[config.mk]
export PLATFORM = sky130hd
export DESIGN_NAME = wrired_master
export DESIGN_NICKNAME = d
export VERILOG_FILES = /design/src/rtl/wrired_master.sv
export SDC_FILE = /design/constraint.sdc
export NUM_CORES = 1
export LEC_CHECK = 0
export ABC_AREA = 1
export CORE_AREA = 2 2 46 48
export CTS_CLUSTER_SIZE = 24
export DETAILED_ROUTE_END_ITERATION = 7
export DIE_AREA = 0 0 48 50
export PLACE_DENSITY = 0.73
export SKIP_CTS_REPAIR_TIMING = 1
export SLEW_MARGIN = 40
export SYNTH_ARGS = -nofsm -noshare
export SYNTH_HDL_FRONTEND = slang
export SYNTH_SLANG_ARGS = --single-unit
[constraint.sdc]
create_clock -name CLK -period 1.5 [get_ports CLK]
set_input_delay 0.375 -clock CLK [delete_from_list [all_inputs] [get_ports CLK]]
set_output_delay 0.375 -clock CLK [all_outputs]
set_load 0.05 [all_outputs]
[src/rtl/wrired_master.sv]
// wrired_master: request/response initiator for the WriRed 1-bit register file.
// Sequences write, read and clear-all pin activity with fully registered outputs.
module wrired_master #(
    parameter int ADDR_W = 2,
    parameter int RD_LAT = 0
) (
    input  logic              CLK,
    input  logic              RST_N,
    input  logic              REQ_VALID,
    output logic              REQ_READY,
    input  logic [1:0]        REQ_OP,
    input  logic [ADDR_W-1:0] REQ_ADDR,
    input  logic              REQ_DATA,
    output logic              RSP_VALID,
    input  logic              RSP_READY,
    output logic              RSP_DATA,
    output logic              RSP_ERR,
    output logic [ADDR_W-1:0] RF_ADDR,
    output logic              RF_IN,
    output logic              RF_RW,
    input  logic              RF_OUT,
    output logic              BUSY
);

    localparam logic [1:0] OP_RD  = 2'b00;
    localparam logic [1:0] OP_WR  = 2'b01;
    localparam logic [1:0] OP_CLR = 2'b10;

    // Read wait counter terminal value; RD_LAT is limited to 0..3.
    localparam logic [1:0] LAT = 2'(RD_LAT);

    // Last entry of the clear sweep.
    localparam logic [ADDR_W-1:0] LAST = {ADDR_W{1'b1}};

    typedef enum logic [2:0] {
        S_IDLE,
        S_WRITE,
        S_READ,
        S_CLEAR,
        S_RESP
    } state_t;

    state_t            state;
    state_t            state_nxt;
    logic [1:0]        cnt;
    logic [1:0]        cnt_nxt;
    logic              req_ready_nxt;
    logic              rsp_valid_nxt;
    logic              rsp_data_nxt;
    logic              rsp_err_nxt;
    logic [ADDR_W-1:0] rf_addr_nxt;
    logic              rf_in_nxt;
    logic              rf_rw_nxt;

    // Next-state and next-output decode; every output is computed here and
    // registered below so the register-file pins never glitch.
    always_comb begin
        state_nxt     = state;
        cnt_nxt       = cnt;
        req_ready_nxt = REQ_READY;
        rsp_valid_nxt = RSP_VALID;
        rsp_data_nxt  = RSP_DATA;
        rsp_err_nxt   = RSP_ERR;
        rf_addr_nxt   = RF_ADDR;
        rf_in_nxt     = 1'b0;
        rf_rw_nxt     = 1'b0;

        case (state)
            S_IDLE: begin
                req_ready_nxt = 1'b1;
                rsp_valid_nxt = 1'b0;
                rsp_data_nxt  = 1'b0;
                rsp_err_nxt   = 1'b0;
                if (REQ_VALID && REQ_READY) begin
                    req_ready_nxt = 1'b0;
                    case (REQ_OP)
                        OP_RD: begin
                            state_nxt   = S_READ;
                            rf_addr_nxt = REQ_ADDR;
                            cnt_nxt     = 2'd0;
                        end
                        OP_WR: begin
                            state_nxt   = S_WRITE;
                            rf_addr_nxt = REQ_ADDR;
                            rf_in_nxt   = REQ_DATA;
                            rf_rw_nxt   = 1'b1;
                        end
                        OP_CLR: begin
                            state_nxt   = S_CLEAR;
                            rf_addr_nxt = '0;
                            rf_rw_nxt   = 1'b1;
                        end
                        default: begin
                            state_nxt     = S_RESP;
                            rsp_valid_nxt = 1'b1;
                            rsp_err_nxt   = 1'b1;
                        end
                    endcase
                end
            end

            S_WRITE: begin
                state_nxt     = S_RESP;
                rsp_valid_nxt = 1'b1;
                rsp_data_nxt  = 1'b0;
                rsp_err_nxt   = 1'b0;
            end

            S_READ: begin
                if (cnt == LAT) begin
                    state_nxt     = S_RESP;
                    rsp_valid_nxt = 1'b1;
                    rsp_data_nxt  = RF_OUT;
                    rsp_err_nxt   = 1'b0;
                end else begin
                    cnt_nxt = cnt + 2'd1;
                end
            end

            S_CLEAR: begin
                if (RF_ADDR == LAST) begin
                    state_nxt     = S_RESP;
                    rsp_valid_nxt = 1'b1;
                    rsp_data_nxt  = 1'b0;
                    rsp_err_nxt   = 1'b0;
                end else begin
                    rf_addr_nxt = RF_ADDR + 1'b1;
                    rf_rw_nxt   = 1'b1;
                end
            end

            S_RESP: begin
                req_ready_nxt = 1'b0;
                if (RSP_READY) begin
                    state_nxt     = S_IDLE;
                    rsp_valid_nxt = 1'b0;
                    rsp_data_nxt  = 1'b0;
                    rsp_err_nxt   = 1'b0;
                    req_ready_nxt = 1'b1;
                end
            end

            default: begin
                state_nxt     = S_IDLE;
                rsp_valid_nxt = 1'b0;
            end
        endcase
    end

    // State and output registers; reset aborts any transaction in flight.
    always_ff @(posedge CLK) begin
        if (!RST_N) begin
            state     <= S_IDLE;
            cnt       <= 2'd0;
            REQ_READY <= 1'b0;
            RSP_VALID <= 1'b0;
            RSP_DATA  <= 1'b0;
            RSP_ERR   <= 1'b0;
            RF_ADDR   <= '0;
            RF_IN     <= 1'b0;
            RF_RW     <= 1'b0;
            BUSY      <= 1'b0;
        end else begin
            state     <= state_nxt;
            cnt       <= cnt_nxt;
            REQ_READY <= req_ready_nxt;
            RSP_VALID <= rsp_valid_nxt;
            RSP_DATA  <= rsp_data_nxt;
            RSP_ERR   <= rsp_err_nxt;
            RF_ADDR   <= rf_addr_nxt;
            RF_IN     <= rf_in_nxt;
            RF_RW     <= rf_rw_nxt;
            BUSY      <= (state_nxt != S_IDLE);
        end
    end

endmodule

### Register map, names as in the netlist

Bar = 10 µm.
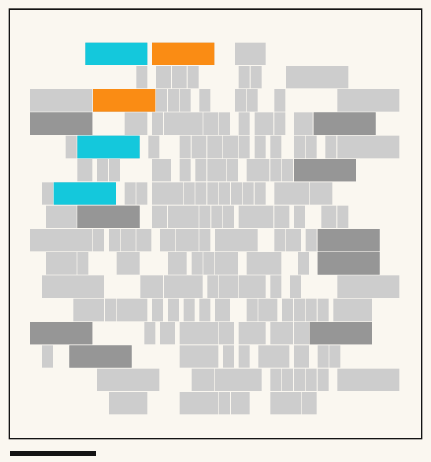
[state] cyan | flops: 3
[cnt] orange | flops: 2
not coloured: 9
final core occ: 66.8%
register area: 280 µm²
Seq group: 0.422 mW
flop share of the area: 22.1%

### Placement view

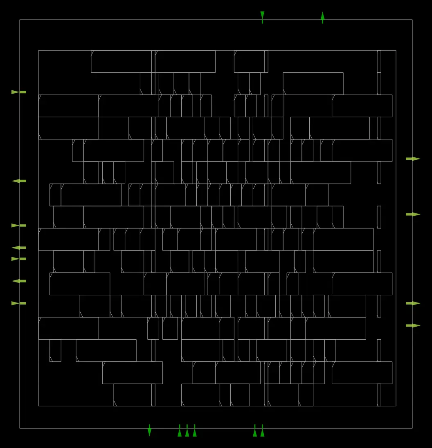
# rows: 16
core area: 0.00190 mm²

### Local utilization

Bar = 10 µm. The die is cut into 10 by 10 equal tiles; white is low, dark blue is high, 0 to 100% covered.
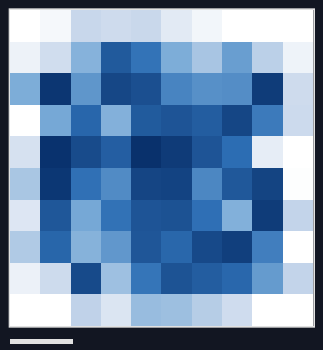
nearly empty tiles: 12%
densest ninth of the die: centre
fullest tile: 100%
FP Core Util: 45.7%

### PDN straps and rails

Bar = 10 µm. Pins as bars on the die edge. Tap cells in grey.
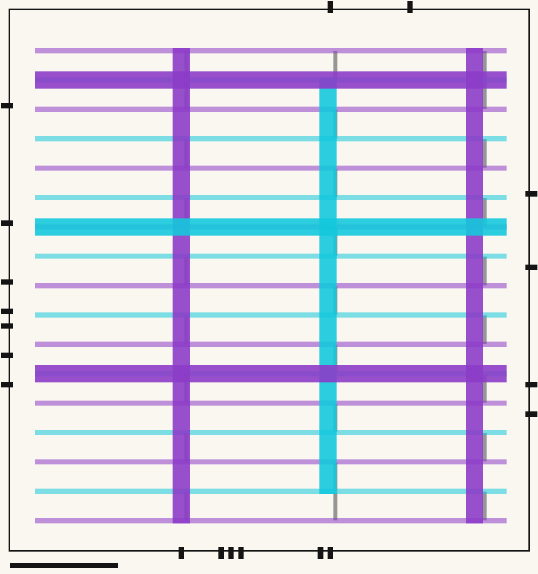
[VDD] cyan
[VSS] purple
signal pins: 19
rows: 16
Die Ht: 50 µm
Max VDD drop: 0.732 mV

### I/O nets highlighted

Bar = 10 µm.
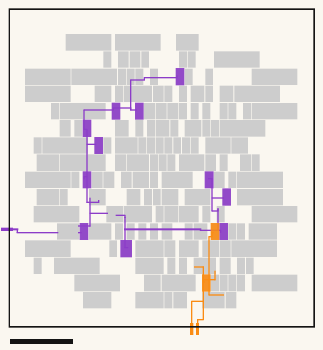
[REQ_ADDR] orange | direction: input | edge: south | end cells: 2 | wire: 33.2 µm
[RST_N] purple | direction: input | edge: west | end cells: 11 | wire: 93.1 µm
# IOs: 19
Port Buffers: 18

==> results.json <==
{
  "status": "complete, no violations",
  "cp_max_fo": 7,
  "finalSetupViolCount": 0,
  "flop_cell": "dfxtp_1",
  "crit_arrival_ns": 1.56,
  "clock_sinks": 14,
  "drtIter0Drc": 15,
  "finalClockPeriodUsage_pct": 89.3,
  "area_leaders": "dfxtp_1 (32%), nand2_1 (16%), inv_1 (10%)",
  "synth_area_um2": 868,
  "ys_top_cells_by_count": "nand2_1 (37), inv_1 (24), nor2_1 (18)",
  "min_period_ns": 1.34,
  "syn_inst": 136,
  "num-nets-final": 180,
  "grt_max_degree": 9,
  "ys_cells": 136,
  "hold_class": "register to register",
  "rsz0062_at_grt": "no",
  "fmax_mhz": 747,
  "wirelength_um": 2080,
  "drt_pass1_iterations": 4,
  "gp_congestion": 0.819,
  "final_common_cell": "nand2_1",
  "placed_cells": 186,
  "largest_area_cell": "dfxtp_1",
  "power_mw": 1.01,
  "top_register": "state",
  "cap_violations": 0,
  "largest_register_ffs": 3,
  "lay_top_cells": "nand2_1 (36), inv_1 (21), nor2_1 (17)",
  "final_max_slew_viol_count": 0,
  "cts.path.max_buffers": 2,
  "vias": 911,
  "yosysChipArea_um2": 868,
  "cts_tree": "done",
  "drc_errors": 0,
  "syn_avg_cell_area_um2": 6.38,
  "p_per_area_mw_per_mm2": 796,
  "hold_viol": 0,
  "cp.required_ns": 1.72,
  "htreeDepth": 1,
  "p_leak_nw": 0.685,
  "max-slew-margin-rel_pct": 81.1,
  "die_w_um": 48,
  "routedWlPerCell_um": 10.9,
  "clk_pin_slew_ns": 0.09,
  "syn_to_final_growth_pct": 46.3,
  "ant_nets": 0,
  "grt_pass1_wl_um": 3560,
  "yosysWarnings": 0,
  "grt_pass1_vias": 890,
  "synthMostInstantiatedCell": "nand2_1",
  "cp-end-kind": "register",
  "fin_cells": 190,
  "finClkSkew_ns": 0.00917,
  "ys_seq_share_pct": 32.3,
  "place_area_mm2": 0.00121,
  "avgViaCountPerCell": 4.79,
  "r2r_slack_ns": 0.16,
  "overflow": 0,
  "async_flop_share_pct": 0,
  "antenna_found_initial": 0,
  "startpoint_type": "register",
  "numSynthFlops": 14,
  "fp_nets": 152,
  "synth_cell_types": 18,
  "worst_slew_pin_slew_ns": 0.283,
  "hpwl_um": 1640,
  "cts_buffers": 3,
  "edf_count": 0,
  "yosysTopAreaCellShare_pct": 32.3,
  "clkLatencyLatePin_ns": 0.28,
  "reg.largest.list": "state x3, RF_ADDR x2, cnt x2",
  "cts_root_buf": "clkbuf_4",
  "grt_use_total_pct": 20.4,
  "timing_worst_setup_path_type": "register to register",
  "diodes": 0,
  "drive_gt1_share_pct": 24.5,
  "fin_area_mm2": 0.00127,
  "chip_area_mm2": 0.00240,
  "warnings": 29
}
## final cells by class
type | instances | area, µm²
Fill cell | 161 | 632
Multi-Input combinational cell | 94 | 498
Timing Repair Buffer | 24 | 320
Sequential cell | 14 | 280
Inverter | 27 | 101
Clock buffer | 4 | 36.3
Tap cell | 27 | 33.8
## metrics by stage
step | setup slack, ns | setup TNS (ns) | hold WS (ns)
after floorplan | 0.0481 | 0 | 0.503
after global placement | -0.219 | -1.50 | 0.483
after detailed placement | -0.333 | -2.18 | 0.500
after CTS | -0.0330 | -0.0447 | 0.514
after global routing | 0.0504 | 0 | 0.520
final | 0.161 | 0 | 0.510
## kinds of logic (layout without fill, tap and decap cells)
logic type                 count (synthesis)  count (layout)  share of synthesized area (%)
buffers and inverters                     28              55                           12.2
adders and majority gates                  6               6                           8.65
AOI/OAI and AO/OA                         11              11                           6.77
DFF                                       14              14                           32.3
and+or+nand+nor                           77              77                           40.1
## worst max-delay path, stage by stage (launching register included)
cell     delay, ns
dfxtp_1       0.38
nor2_2        0.28
nand2_2       0.12
inv_2         0.11
nand3_1       0.12
buf_4         0.15
a21oi_1       0.12
## path summary, 6_finish.rpt
| path | start | end | depth (start not counted) |
|---|---|---|---|
| max | state[0] | RSP_ERR | 6 |
| min | RSP_ERR | RSP_ERR | 2 |
| max reg2reg | state[0] | RSP_ERR | 6 |
| min reg2reg | RSP_ERR | RSP_ERR | 2 |
## metal layers
metal	vias to the layer above	part of all wire, %	track usage [%]
li1	466	-	-
met1	409	40	24.3
met2	32	52	33.8
met3	4	6.7	4.76
met4	0	1.0	8.11
met5	-	0	0
## power by group
group | total [mW] | switching (mW) | internal (mW)
Combinational | 0.313 | 0.172 | 0.141
Clock | 0.276 | 0.128 | 0.148
Sequential | 0.422 | 0.0264 | 0.395
Power and IR drop assume default switching activity.
